`src/rtl/watch_pkg.sv`:
```
// Shared types and constants for the lap stopwatch core.
// Optional build macro used by lap_watch_core: KEY_SYNC_EN.
package watch_pkg;

    localparam int         DIGIT_W = 4;
    localparam logic [3:0] BCD_MAX = 4'd9;

    typedef enum logic [1:0] {
        ST_IDLE   = 2'd0,
        ST_RUN    = 2'd1,
        ST_PAUSE  = 2'd2,
        ST_RECALL = 2'd3
    } state_t;

    // State to return to when recall mode is left.
    typedef enum logic {
        RET_IDLE  = 1'b0,
        RET_PAUSE = 1'b1
    } ret_t;

    typedef struct packed {
        logic start;
        logic load;
        logic recall;
    } keys_t;

    // (a - b) mod m for 0 <= a < m and 0 <= b <= m.
    function automatic int mod_sub(input int a, input int b, input int m);
        int r;
        r = a - b;
        if (r < 0) r += m;
        return r;
    endfunction

endpackage

```
`src/rtl/bcd_counter.sv`:
```
// Multi-digit BCD up-counter with synchronous clear and a wrap pulse
// that is high in the cycle where an increment rolls all-9s over to 0.
module bcd_counter
    import watch_pkg::*;
#(
    parameter int NUM_DIGITS = 6
) (
    input  logic                          clk_50Mhz,
    input  logic                          rst,
    input  logic                          clr,
    input  logic                          inc,
    output logic [DIGIT_W*NUM_DIGITS-1:0] value,
    output logic                          wrap
);

    logic [DIGIT_W*NUM_DIGITS-1:0] value_nxt;
    logic                          all_max;

    // Next value: ripple a +1 carry from digit 0 upward; clear wins.
    always_comb begin
        logic carry;
        // NOTE: every variable gets a default first so no path leaves it unassigned (no latch).
        value_nxt = value;
        carry     = inc;
        all_max   = 1'b1;
        for (int d = 0; d < NUM_DIGITS; d++) begin
            if (value[d*DIGIT_W +: DIGIT_W] != BCD_MAX) all_max = 1'b0;
            if (carry) begin
                if (value[d*DIGIT_W +: DIGIT_W] == BCD_MAX) begin
                    value_nxt[d*DIGIT_W +: DIGIT_W] = '0;
                end else begin
                    value_nxt[d*DIGIT_W +: DIGIT_W] = value[d*DIGIT_W +: DIGIT_W] + 4'd1;
                    carry = 1'b0;
                end
            end
        end
        if (clr) value_nxt = '0;
    end

    assign wrap = inc & all_max & ~clr;

    // Count register.
    always_ff @(posedge clk_50Mhz or negedge rst) begin
        // NOTE: state registers use non-blocking assignments so all flops update together.
        if (!rst) value <= '0;
        else      value <= value_nxt;
    end

endmodule

```
`src/rtl/lap_watch_core.sv`:
```
// Stopwatch core: prescaler, key control, BCD count, lap memory with
// recall and a sticky overflow flag. dispbuf feeds the display decoder.
// Build macro KEY_SYNC_EN: when defined, keys are synchronised and
// edge-detected (held key acts once, 3 cycles extra latency); otherwise
// keys are clk-synchronous single-cycle pulses acted on the same edge.
module lap_watch_core
    import watch_pkg::*;
#(
    parameter int TICK_DIV   = 50000,
    parameter int NUM_DIGITS = 6,
    parameter int LAP_DEPTH  = 4
) (
    input  logic                             clk_50Mhz,
    input  logic                             rst,
    input  logic                             key_start,
    input  logic                             key_load,
    input  logic                             key_recall,
    output logic [4*NUM_DIGITS-1:0]          dispbuf,
    output logic                             running,
    output logic                             recall_active,
    output logic [$clog2(LAP_DEPTH+1)-1:0]   lap_count,
    output logic                             overflow
);

    localparam int VAL_W = DIGIT_W * NUM_DIGITS;
    localparam int PRE_W = $clog2(TICK_DIV);
    localparam int PTR_W = (LAP_DEPTH > 1) ? $clog2(LAP_DEPTH) : 1;
    localparam int CNT_W = $clog2(LAP_DEPTH + 1);

    localparam logic [PRE_W-1:0] PRE_LAST = PRE_W'(TICK_DIV - 1);
    localparam logic [PTR_W-1:0] PTR_LAST = PTR_W'(LAP_DEPTH - 1);
    localparam logic [CNT_W-1:0] CNT_FULL = CNT_W'(LAP_DEPTH);

    keys_t             keys;
    logic              act_start, act_load, act_recall;
    state_t            state, state_nxt;
    ret_t              ret_state;
    logic [PRE_W-1:0]  presc;
    logic              tick, clear, lap_wr, recall_enter, recall_step;
    logic [VAL_W-1:0]  count_value;
    logic              count_wrap;
    logic [PTR_W-1:0]  wr_ptr, rd_idx, oldest, newest;
    logic              has_laps, rd_at_newest;
    logic [VAL_W-1:0]  lap_ram [LAP_DEPTH];

`ifdef KEY_SYNC_EN
    logic [2:0] key_meta, key_sync, key_prev;
    keys_t      key_pulse;

    // Two-flop synchroniser, edge detector and registered pulse per key.
    always_ff @(posedge clk_50Mhz or negedge rst) begin
        if (!rst) begin
            key_meta  <= '0;
            key_sync  <= '0;
            key_prev  <= '0;
            key_pulse <= '0;
        end else begin
            key_meta  <= {key_start, key_load, key_recall};
            key_sync  <= key_meta;
            key_prev  <= key_sync;
            key_pulse <= keys_t'(key_sync & ~key_prev);
        end
    end

    assign keys = key_pulse;
`else
    assign keys = '{start: key_start, load: key_load, recall: key_recall};
`endif

    // Only the highest-priority key is acted on: start > load > recall.
    assign act_start  = keys.start;
    assign act_load   = keys.load & ~keys.start;
    assign act_recall = keys.recall & ~keys.load & ~keys.start;

    // Lap ring bookkeeping.
    assign has_laps     = (lap_count != '0);
    assign oldest       = PTR_W'(mod_sub(int'(wr_ptr), int'(lap_count), LAP_DEPTH));
    assign newest       = PTR_W'(mod_sub(int'(wr_ptr), 1, LAP_DEPTH));
    assign rd_at_newest = (rd_idx == newest);

    // State register.
    always_ff @(posedge clk_50Mhz or negedge rst) begin
        if (!rst) state <= ST_IDLE;
        else      state <= state_nxt;
    end

    // Next-state logic.
    always_comb begin
        state_nxt = state;
        case (state)
            ST_IDLE: begin
                if (act_start)                  state_nxt = ST_RUN;
                else if (act_recall && has_laps) state_nxt = ST_RECALL;
            end
            ST_RUN: begin
                if (act_start) state_nxt = ST_PAUSE;
            end
            ST_PAUSE: begin
                if (act_start)                  state_nxt = ST_RUN;
                else if (act_load)              state_nxt = ST_IDLE;
                else if (act_recall && has_laps) state_nxt = ST_RECALL;
            end
            ST_RECALL: begin
                if (act_start || (act_recall && rd_at_newest))
                    state_nxt = (ret_state == RET_PAUSE) ? ST_PAUSE : ST_IDLE;
            end
            default: state_nxt = ST_IDLE;
        endcase
    end

    // Action strobes decoded from the current state and accepted key.
    always_comb begin
        tick         = (state == ST_RUN) && (presc == PRE_LAST);
        clear        = (state == ST_PAUSE) && act_load;
        lap_wr       = (state == ST_RUN) && act_load;
        recall_enter = ((state == ST_IDLE) || (state == ST_PAUSE)) && act_recall && has_laps;
        recall_step  = (state == ST_RECALL) && act_recall && !rd_at_newest;
    end

    // Prescaler: runs only in RUN, holds in PAUSE/RECALL, zero in IDLE.
    always_ff @(posedge clk_50Mhz or negedge rst) begin
        if (!rst)                                presc <= '0;
        else if (state == ST_RUN)                presc <= (presc == PRE_LAST) ? '0 : presc + 1'b1;
        else if ((state == ST_IDLE) || clear)    presc <= '0;
    end

    bcd_counter #(
        .NUM_DIGITS (NUM_DIGITS)
    ) u_count (
        .clk_50Mhz (clk_50Mhz),
        .rst       (rst),
        .clr       (clear),
        .inc       (tick),
        .value     (count_value),
        .wrap      (count_wrap)
    );

    // Sticky overflow: set on wrap, cleared only by clear or reset.
    always_ff @(posedge clk_50Mhz or negedge rst) begin
        if (!rst)            overflow <= 1'b0;
        else if (clear)      overflow <= 1'b0;
        else if (count_wrap) overflow <= 1'b1;
    end

    // Write pointer and number of valid laps (saturating).
    always_ff @(posedge clk_50Mhz or negedge rst) begin
        if (!rst) begin
            wr_ptr    <= '0;
            lap_count <= '0;
        end else if (clear) begin
            wr_ptr    <= '0;
            lap_count <= '0;
        end else if (lap_wr) begin
            wr_ptr <= (wr_ptr == PTR_LAST) ? '0 : wr_ptr + 1'b1;
            if (lap_count != CNT_FULL) lap_count <= lap_count + 1'b1;
        end
    end

    // Lap storage; captures the count as registered this cycle.
    always_ff @(posedge clk_50Mhz) begin
        // NOTE: the lap RAM has no reset; lap_count marks which entries are valid.
        if (lap_wr) lap_ram[wr_ptr] <= count_value;
    end

    // Recall read index and the state to return to.
    always_ff @(posedge clk_50Mhz or negedge rst) begin
        if (!rst) begin
            rd_idx    <= '0;
            ret_state <= RET_IDLE;
        end else if (recall_enter) begin
            rd_idx    <= oldest;
            ret_state <= (state == ST_PAUSE) ? RET_PAUSE : RET_IDLE;
        end else if (recall_step) begin
            rd_idx <= (rd_idx == PTR_LAST) ? '0 : rd_idx + 1'b1;
        end
    end

    // Registered outputs: display source by state, status flags track state.
    always_ff @(posedge clk_50Mhz or negedge rst) begin
        if (!rst) begin
            dispbuf       <= '0;
            running       <= 1'b0;
            recall_active <= 1'b0;
        end else begin
            dispbuf       <= (state == ST_RECALL) ? lap_ram[rd_idx] : count_value;
            running       <= (state_nxt == ST_RUN);
            recall_active <= (state_nxt == ST_RECALL);
        end
    end

endmodule

```
`config.mk`:
```
export PLATFORM = sky130hd
export DESIGN_NAME = lap_watch_core
export DESIGN_NICKNAME = d
export VERILOG_FILES = /design/src/rtl/watch_pkg.sv /design/src/rtl/bcd_counter.sv /design/src/rtl/lap_watch_core.sv
export SDC_FILE = /design/constraint.sdc
export NUM_CORES = 1
export LEC_CHECK = 0
export CAP_MARGIN = 20
export CORE_ASPECT_RATIO = 1.5
export CORE_MARGIN = 2
export CORE_UTILIZATION = 54
export DETAILED_ROUTE_END_ITERATION = 10
export PLACE_DENSITY = 0.76
export SLEW_MARGIN = 10
export SYNTH_ARGS = -nofsm -noshare
export SYNTH_HDL_FRONTEND = slang
export SYNTH_SLANG_ARGS = --single-unit
```
`constraint.sdc`:
```
create_clock -name clk_50Mhz -period 2.07 [get_ports clk_50Mhz]
set_input_delay 0.414 -clock clk_50Mhz [delete_from_list [all_inputs] [get_ports clk_50Mhz]]
set_output_delay 0.414 -clock clk_50Mhz [all_outputs]
set_load 0.1 [all_outputs]
```
==> CHANGELOG.md, run 1 <==
## Flow update

- H-tree depth: 4
- Top cell excl fill/tap: edfxtp_1
- Endpoints failing hold: 0
- Die Y: approximately 150 µm
- Logic pwr share: 0.403
- Cell Area, Synth: 0.00760 mm²
- Post-synth top area share: 0.379
- Critical path class: flip-flop to flip-flop
- Status: complete, no violations
- EDFF count, synth: about 96
- DRC: 0
- Final Skew: between 0.007 and 0.008 ns
- Worst Path Max Fanout: 15
- Final instance area: about 0.0091 mm²
- Max-slew violations: 0
- Drt first pass iters: 4
- Total GRT Usage: 0.218
- Post-synth net total: roughly 550
- Largest cells by area after synthesis: edfxtp_1 (38%), dfrtp_1 (25%), mux4_2 (7.1%), mux2_2 (4.1%), ha_1 (3.5%)
- Initial antenna violation count: 0
- HP Class: input pin to asynchronous set/reset pin
- Pwr dens: ~1500 mW/mm²
- Post-CTS setup buffer count: 3
- Clock insertion delay at the later pin of the skew report: approximately 0.43 ns
- Floorplan core density: 0.548
- Cell row count: approximately 53
- Post-CTS sizing: 0
- Core ar.: approximately 0.014 mm²
- Post-Syn Instances: 519
- Via Count: between 4k and 5k
- Clock transition at the registers of the reported paths: around 0.070 ns
- Clock power share: 0.234
- WL/cell: 19.8 µm
- Fmax: 503 MHz
- Setup TNS: 0 ns
- Int Pwr: approximately 8100 µW
- Max incr delay on CP: 0.46 ns
- Placed Area: between 0.008 and 0.009 mm²
- Crit-path slowest cell: dfrtp_1
- Clock root buffer master: clkbuf_16
- GP Congestion: 0.871
- Cells in synth_stat.txt: a little over 500
- Final Util: 0.659
- Sequential cell fraction of total power: 0.363
- Yosys Chip Area: roughly 0.0076 mm²
- Ratio of cells with drive above 1 in the final layout: 0.320
- Count leader, synth: edfxtp_1
- Max Cap Viol: 0
- Top Layout Cells: edfxtp_1 (96), dfrtp_1 (74), buf_4 (73)
- Cycle use final: 0.960
- Worst setup margin: between 0.08 and 0.09 ns
- Post-DP HPWL: slightly above 10,000 µm
- Final ANT Viol Nets: 0
- Initial DRC Count: between 200 and 250
- Largest net degree at the start of global routing: between 40 and 50
- Non-Filler Instances: around 800
- Crit path DRT: approximately 2.4 ns
- I/O pin count: 35
- Diode count: 0
- CP endpoint kind: flip-flop
-- run 1: layer usage --
metal	up-vias	global-route usage	routed length (µm)
li1	2141	-	-
met1	2410	0.257	5850
met2	118	0.382	8770
met3	23	0.0464	588
met4	0	0.0945	225
met5	-	0	0
-- run 1: worst paths after layout --
| check | startpoint | end | slack (ns) | depth (start not counted) |
|---|---|---|---|---|
| setup / recovery | presc[13] | presc[10] | 0.08 | 5 |
| hold / removal | rst | rd_idx[0] | 0.004 | 1 |
| setup reg to reg | presc[13] | presc[10] | 0.08 | 5 |
| max in group asynchronous | rst | u_count.value[7] | 1.46 | 2 |
| hold reg to reg | ret_state | ret_state | 0.50 | 1 |
| min in group clk_50Mhz | ret_state | ret_state | 0.50 | 1 |
-- run 1: final cells by class --
cell class / count / area [µm²]
tap: 165 / 206
inverter: 16 / 60.1
timing repair buffer: 88 / 818
clock inverter: 15 / 173
clock buffer: 17 / 425
sequential: 173 / 4820
fill: 919 / 4730
multi-input combinational: 307 / 2630
-- run 1: flip-flops by register name (all words and copies together) (netlist names) --
signal	cells
rd_idx	2
wr_ptr	2
lap_ram	96
u_count.value	24
dispbuf	24
recall_active	1
ret_state	1
overflow	1
presc	16
running	1
state	2
lap_count	3
-- run 1: power by group through the flow --
stage,clock network [µW],registers (µW),logic (µW)
2_1_floorplan,0,6670,2150
3_3_place_gp,0,4950,5290
3_5_place_dp,0,5000,5450
4_1_cts,3230,4940,5500
5_1_grt,3370,5020,5850
6_report,3190,4940,5480
-- run 1: cells by family (layout without fill, tap and decap cells) --
kind of cell	after synthesis	in the layout	synth area share
flops	173	173	0.633
simple gates	147	147	0.115
compound gates	73	73	0.0614
mux	59	59	0.122
buf+inv	39	136	0.0263
fa+ha+maj	21	21	0.0346
xor+xnor	7	7	0.00807
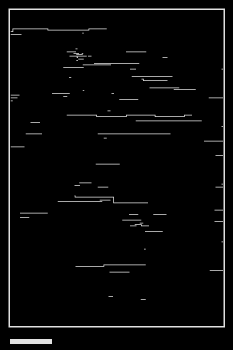
Run 1: the metal 3 layer
The bar under the picture is 20 µm long.
nets with wire on the layer: 50
share of all routed wire: 3.8%
main direction: horizontal
longest straight run: 34.0 µm
Post-Route WL: 15,400 µm
met3 usage: 0.0464

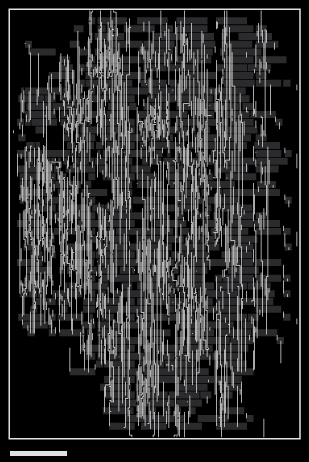
Run 1: met2 routing
The bar under the picture is 20 µm long. Cells faint in the background.
main direction: vertical
longest straight run: 57.6 µm
nets with wire on the layer: 567
wire length on this layer: 8,770 µm
share of all routed wire: 57%

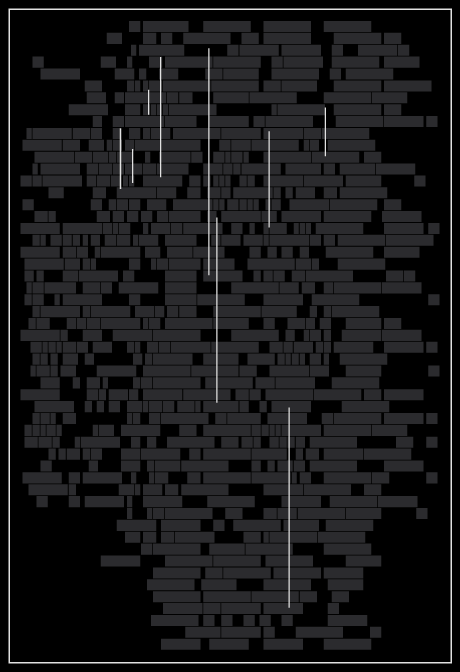
Run 1: M4 wires
Cells faint in the background.
share of all routed wire: 1.5%
longest straight run: 51.7 µm
main direction: vertical

==> inputs of run 2 (changes only) <==
- CORE_MARGIN: 2 -> 3
- TNS_END_PERCENT: not set -> 1
==> CHANGELOG.md, run 2 <==
## Flow update

- Status: complete, no violations
- Post-DP HPWL: 9710 µm (-6.0%)
- H-tree depth: 4 (unchanged)
- FF-to-FF End: u_count.value[10]
- Diode count: 0 (unchanged)
- Pwr dens: 1510 mW/mm² (+1.1%)
- Clk pwr: 3380 µW (+6%)
- Post-synth top area share: 0.379 (unchanged)
- Number of flip-flops in the largest register: 96 (unchanged)
- Reg-to-reg startpoint: presc[1]
- Top Layout Cells: edfxtp_1 (96), dfrtp_1 (73), buf_4 (69)
- Critical path class: flip-flop to flip-flop
- Post-Syn Instances: 519 (unchanged)
- Met3 usage: 0.0382 (-0.00814)
- Setup slack, reg-to-reg: 0.07 ns (-0.02 ns)
- Sequential cell fraction of total power: 0.360 (-0.003)
- CP endpoint kind: flip-flop
- Placed Area: 0.00839 mm² (-1.1%)
- Sequential Area: 0.00482 mm² (about the same)
- Post-synth net total: 545 (unchanged)
- Cells in synth_stat.txt: 519 (unchanged)
- Die Y: 151 µm (+1.3%)
- DRC: 0 (unchanged)
- Cell Area, Synth: 0.00760 mm² (unchanged)
- Post-Route WL: 15,000 µm (-2.6%)
- Metal2 WL: 8520 µm (-2.9%)
- GP Congestion: 0.897 (+3.0%)
- Drt first pass iters: 4 (unchanged)
- Clock root buffer master: clkbuf_16
- Logic pwr share: 0.393 (-0.010)
- Final Skew: 0.0122 ns (+0.00481 ns)
- Count leader, synth: edfxtp_1
- Floorplan core density: 0.556 (+0.00788)
- Clock insertion delay at the later pin of the skew report: 0.42 ns (about the same)
- Initial antenna violation count: 0 (unchanged)
- Non-Filler Instances: 771 (-1.3%)
- Crit path DRT: 2.41 ns (+0.02 ns)
- Largest net degree at the start of global routing: 37 (-20%)
- Max Cap Viol: 0 (unchanged)
- Clock power share: 0.246 (+0.012)
- Initial DRC Count: 160 (-35%)
- Int Pwr: 8410 µW (+3.3%)
- Total GRT Usage: 0.207 (-0.0114)
- Final ANT Viol Nets: 0 (unchanged)
- R2r worst-path depth: 6 (+1)
- Clock transition at the registers of the reported paths: 0.07 ns (about the same)
- Grt met1 use: 0.242 (-0.0146)
- Routed met3 length: 436 µm (-26%)
- Metal-1 WL: 5780 µm (-1.2%)
- HP Class: input pin to asynchronous set/reset pin
- Seq group: 4940 µW (about the same)
- Max-slew violations: 0 (unchanged)
- Final Util: 0.666 (+0.00709)
- Via Count: 4,635 (-1.2%)
- Multi-input gate area: 0.00265 mm² (+0.67%)
- Core ar.: 0.0137 mm² (-1.4%)
- Cycle use final: 0.968 (+0.00802)
- WL/cell: 19.5 µm (-1.4%)
- I/O pin count: 35 (unchanged)
- Yosys Chip Area: 0.00760 mm² (unchanged)
- Crit path launch: presc[1]
-- run 2: netlist changes by cell type in the layout (fill, tap and decap cells not counted), sizes merged --
cell         before  now
clkinv            4    2
inv              24   22
buf              85   78
dlygate4sd3       0    1
bufinv            1    4
-- run 2: cells by family (layout without fill, tap and decap cells) --
logic type / after synthesis / in the layout / synth area share
multiplexers: 59 / 59 / 0.122
AND/OR/NAND/NOR: 147 / 147 / 0.115
buffers and inverters: 39 / 129 / 0.0263
AND-OR/OR-AND: 73 / 73 / 0.0614
flip-flops: 173 / 173 / 0.633
XOR/XNOR: 7 / 7 / 0.00807
adder cells (fa/ha/maj): 21 / 21 / 0.0346
-- run 2: what timing repair did --
action                     4_1_cts  5_1_grt
pin swaps                        1        2
setup endpoints to repair        2       19
setup buffers                    2        0
hold endpoints to repair        21        0
hold buffers                     1        0
gates resized                    0        9
-- run 2: worst max-delay path, stage by stage, from the launching register on --
cell,delay (ns)
dfrtp_1,0.43
ha_4,0.16
and4b_1,0.22
and4_4,0.34
nand4_4,0.14
or4_1,0.44
a21oi_1,0.17
-- run 2: per-stage QoR --
stage / setup TNS [ns] / setup slack [ns] / power [µW]
2_1_floorplan: -9.68 / -0.101 / 8820
3_3_place_gp: 0 / 0.0110 / 10200
3_5_place_dp: 0 / 0.00195 / 10400
4_1_cts: 0 / 0.0372 / 13800
5_1_grt: -0.105 / -0.0371 / 14400
6_report: 0 / 0.0654 / 13700
-- run 2: final cells by class --
| type | count | share of cell area |
|---|---|---|
| Clock buffer | 17 | 0.0468 |
| Clock inverter | 14 | 0.0226 |
| Inverter | 16 | 0.00660 |
| Multi-Input combinational cell | 307 | 0.291 |
| Sequential cell | 173 | 0.530 |
| Tap cell | 162 | 0.0223 |
| Timing Repair Buffer | 82 | 0.0811 |
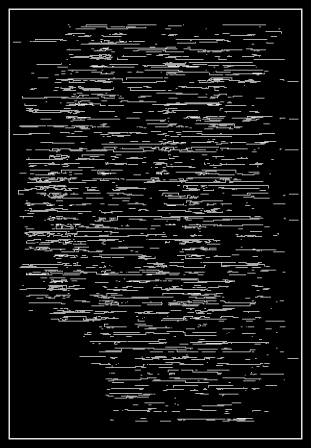
Run 2: metal 1
main direction: horizontal
longest straight run: 28.1 µm

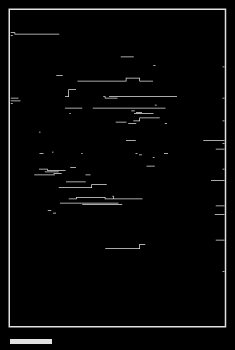
Run 2: the metal 3 layer
The bar under the picture is 20 µm long.
share of all routed wire: 2.9%
wire length on this layer: 436 µm
nets with wire on the layer: 37
longest straight run: 34.5 µm

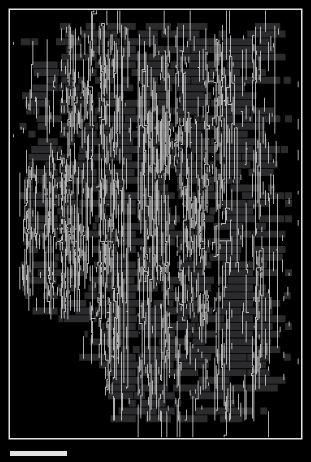
Run 2: met2 routing
The bar under the picture is 20 µm long. Cells faint in the background.
nets with wire on the layer: 551
main direction: vertical
longest straight run: 64.8 µm
share of all routed wire: 57%
wire length on this layer: 8,520 µm

==> inputs of run 3 (changes only) <==
- PLACE_DENSITY: 0.76 -> 0.75
- SYNTH_HIERARCHICAL: not set -> 1
==> CHANGELOG.md, run 3 <==
## Flow update

- Post-Syn Instances: 520 (+0.19%)
- Synth unique cells: about 64
- Met3 usage: 0.0408 (+0.00255)
- Post-synth net total: 546 (+0.18%)
- Top Layout Cells: edfxtp_1 (96), buf_4 (84), dfrtp_1 (76)
- Clock insertion delay at the later pin of the skew report: 0.42 ns (about the same)
- Number of vias per cell: between 6 and 7
- Setup TNS: -4.02 ns (-4.02 ns)
- Pwr dens: 1450 mW/mm² (-3.7%)
- Floorplan core density: 0.555 (-0.00157)
- Count leader, synth: edfxtp_1
- DRC: 0 (unchanged)
- Critical path class: flip-flop to flip-flop
- First-pass GRT wire length: roughly 26,000 µm
- Failing checks: negative setup slack
- R2r worst-path depth: 8 (+2)
- Cycle use final: 1.16 (+0.187)
- Multi-input gate area: 0.00260 mm² (-1.9%)
- Overall power: 13,100 µW (-4.3%)
- Initial DRC Count: 291 (+82%)
- I/O pin count: 35 (unchanged)
- Largest net degree at the start of global routing: 36 (-2.7%)
- Max Cap Viol: 0 (unchanged)
- Post-DP HPWL: 9750 µm (+0.33%)
- GP Congestion: 0.823 (-8.3%)
- # hold bufs at CTS: 1 (unchanged)
- Diode count: 0 (unchanged)
- Cells in synth_stat.txt: 520 (+0.19%)
- CP endpoint kind: flip-flop
- HP Class: input pin to asynchronous set/reset pin
- Post-Route WL: 15,800 µm (+5.3%)
- Max-slew violations: 0 (unchanged)
- Post-CTS sizing: 11 (+11)
- PortBufs: 34
- Sequential Area: 0.00481 mm² (-0.18%)
- Status: complete, but fails checks
- Grt met1 use: 0.262 (+0.0197)
- FF-to-FF End: u_count/value[17]
- Via Count: 4,718 (+1.8%)
- Final ANT Viol Nets: 0 (unchanged)
- Number of flip-flops in the largest register: 96 (unchanged)
- Final setup vio count: 22
- Cell Area, Synth: 0.00754 mm² (-0.76%)
- Post-synth top area share: 0.382 (+0.00289)
- Initial antenna violation count: 0 (unchanged)
- H-tree depth: 4 (unchanged)
- Post-CTS setup buffer count: 2 (unchanged)
- Fillcell total: 889
- Clock transition at the registers of the reported paths: 0.07 ns (about the same)
- Placed Area: 0.00838 mm² (-0.12%)
- Top cell excl fill/tap: edfxtp_1
- Non-Filler Instances: 783 (+1.6%)
- Reg-to-reg startpoint: presc[7]
- Die Y: 151 µm (-0.36%)
- Core ar.: 0.0136 mm² (-0.48%)
- Setup slack, reg-to-reg: -0.32 ns (-0.39 ns)
- Metal-1 WL: 6210 µm (+7.4%)
- Yosys Chip Area: 0.00754 mm² (-0.76%)
- Metal2 WL: 8790 µm (+3.2%)
- Die Width: just over 100 µm
- Worst setup margin: -0.322 ns (-0.387 ns)
- Routed met3 length: 518 µm (+19%)
- Clock root buffer master: clkbuf_16
- Placement Setup Slack: -0.250 ns (-0.252 ns)
==> run 3: netlist changes by cell type after synthesis, sizes merged, moves of 5 or more <==
| cell | before | now |
|---|---|---|
| o21ai | 21 | 14 |
| a21oi | 20 | 26 |
| nor2 | 20 | 31 |
| a22o | 7 | 2 |
| a31oi | 4 | 10 |
==> run 3: logic make-up (layout without fill, tap and decap cells) <==
| family | count (synthesis) | count (layout) | share of synthesized area |
|---|---|---|---|
| mux | 59 | 59 | 0.123 |
| buf+inv | 44 | 145 | 0.0284 |
| simple gates | 143 | 143 | 0.108 |
| fa+ha+maj | 21 | 21 | 0.0348 |
| flops | 173 | 173 | 0.638 |
| compound gates | 73 | 73 | 0.0600 |
| xor+xnor | 7 | 7 | 0.00813 |
==> run 3: how the worst max path moves through the flow <==
stage	from	to	slack [ns]	cells after the start
finish	presc[7]	u_count/value[17]	-0.32	8
global route	presc[7]	u_count/value[16]	-0.38	8
detailed placement	presc[0]	u_count/value[20]	-0.25	9
CTS	presc[7]	u_count/value[23]	-0.27	8
floorplan	presc[0]	u_count/value[20]	-0.27	9
global placement	presc[1]	u_count/value[20]	-0.21	9
==> run 3: worst max-delay path, cell delays in order, from the launching register on <==
cell	delay, ns
dfrtp_1	0.38
or3_4	0.39
nor4_4	0.24
nor2b_4	0.21
and4b_1	0.22
buf_6	0.15
nand4_4	0.18
or3_1	0.37
a21oi_1	0.16
==> run 3: layout make-up <==
type / instances / area share
Sequential cell: 173 / 0.532
Multi-Input combinational cell: 303 / 0.287
Timing Repair Buffer: 97 / 0.0912
Clock buffer: 17 / 0.0471
Tap cell: 162 / 0.0224
Clock inverter: 14 / 0.0126
Inverter: 17 / 0.00706
==> run 3: power breakdown <==
part	internal (µW)	switching, µW
logic	1900	3270
clock network	1550	1370
registers	4480	551
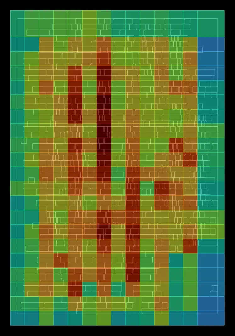
Run 3: congestion heat map
GR peak layer: met2
Final Util: 0.665
grt met2 use: 0.393
Total GRT Usage: 0.221
WL/cell: 20.2 µm

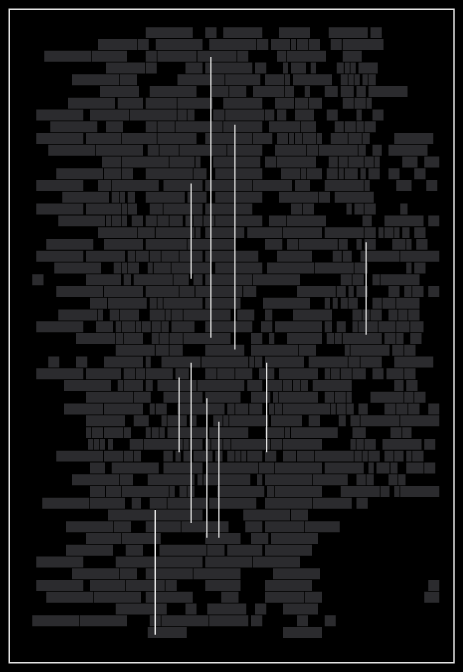
Run 3: M4 wires
Cells faint in the background.
main direction: vertical
longest straight run: 64.6 µm
wire length on this layer: 320 µm

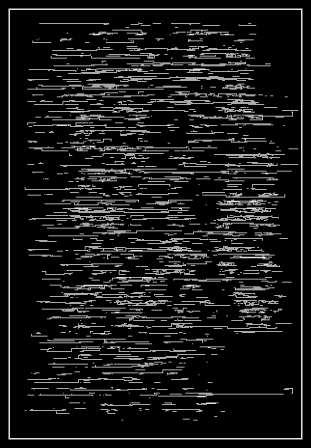
Run 3: metal 1
longest straight run: 29.9 µm
wire length on this layer: 6,210 µm
main direction: horizontal
nets with wire on the layer: 586
share of all routed wire: 39%

No activity file was given, so power comes from the tool's default toggle rates.
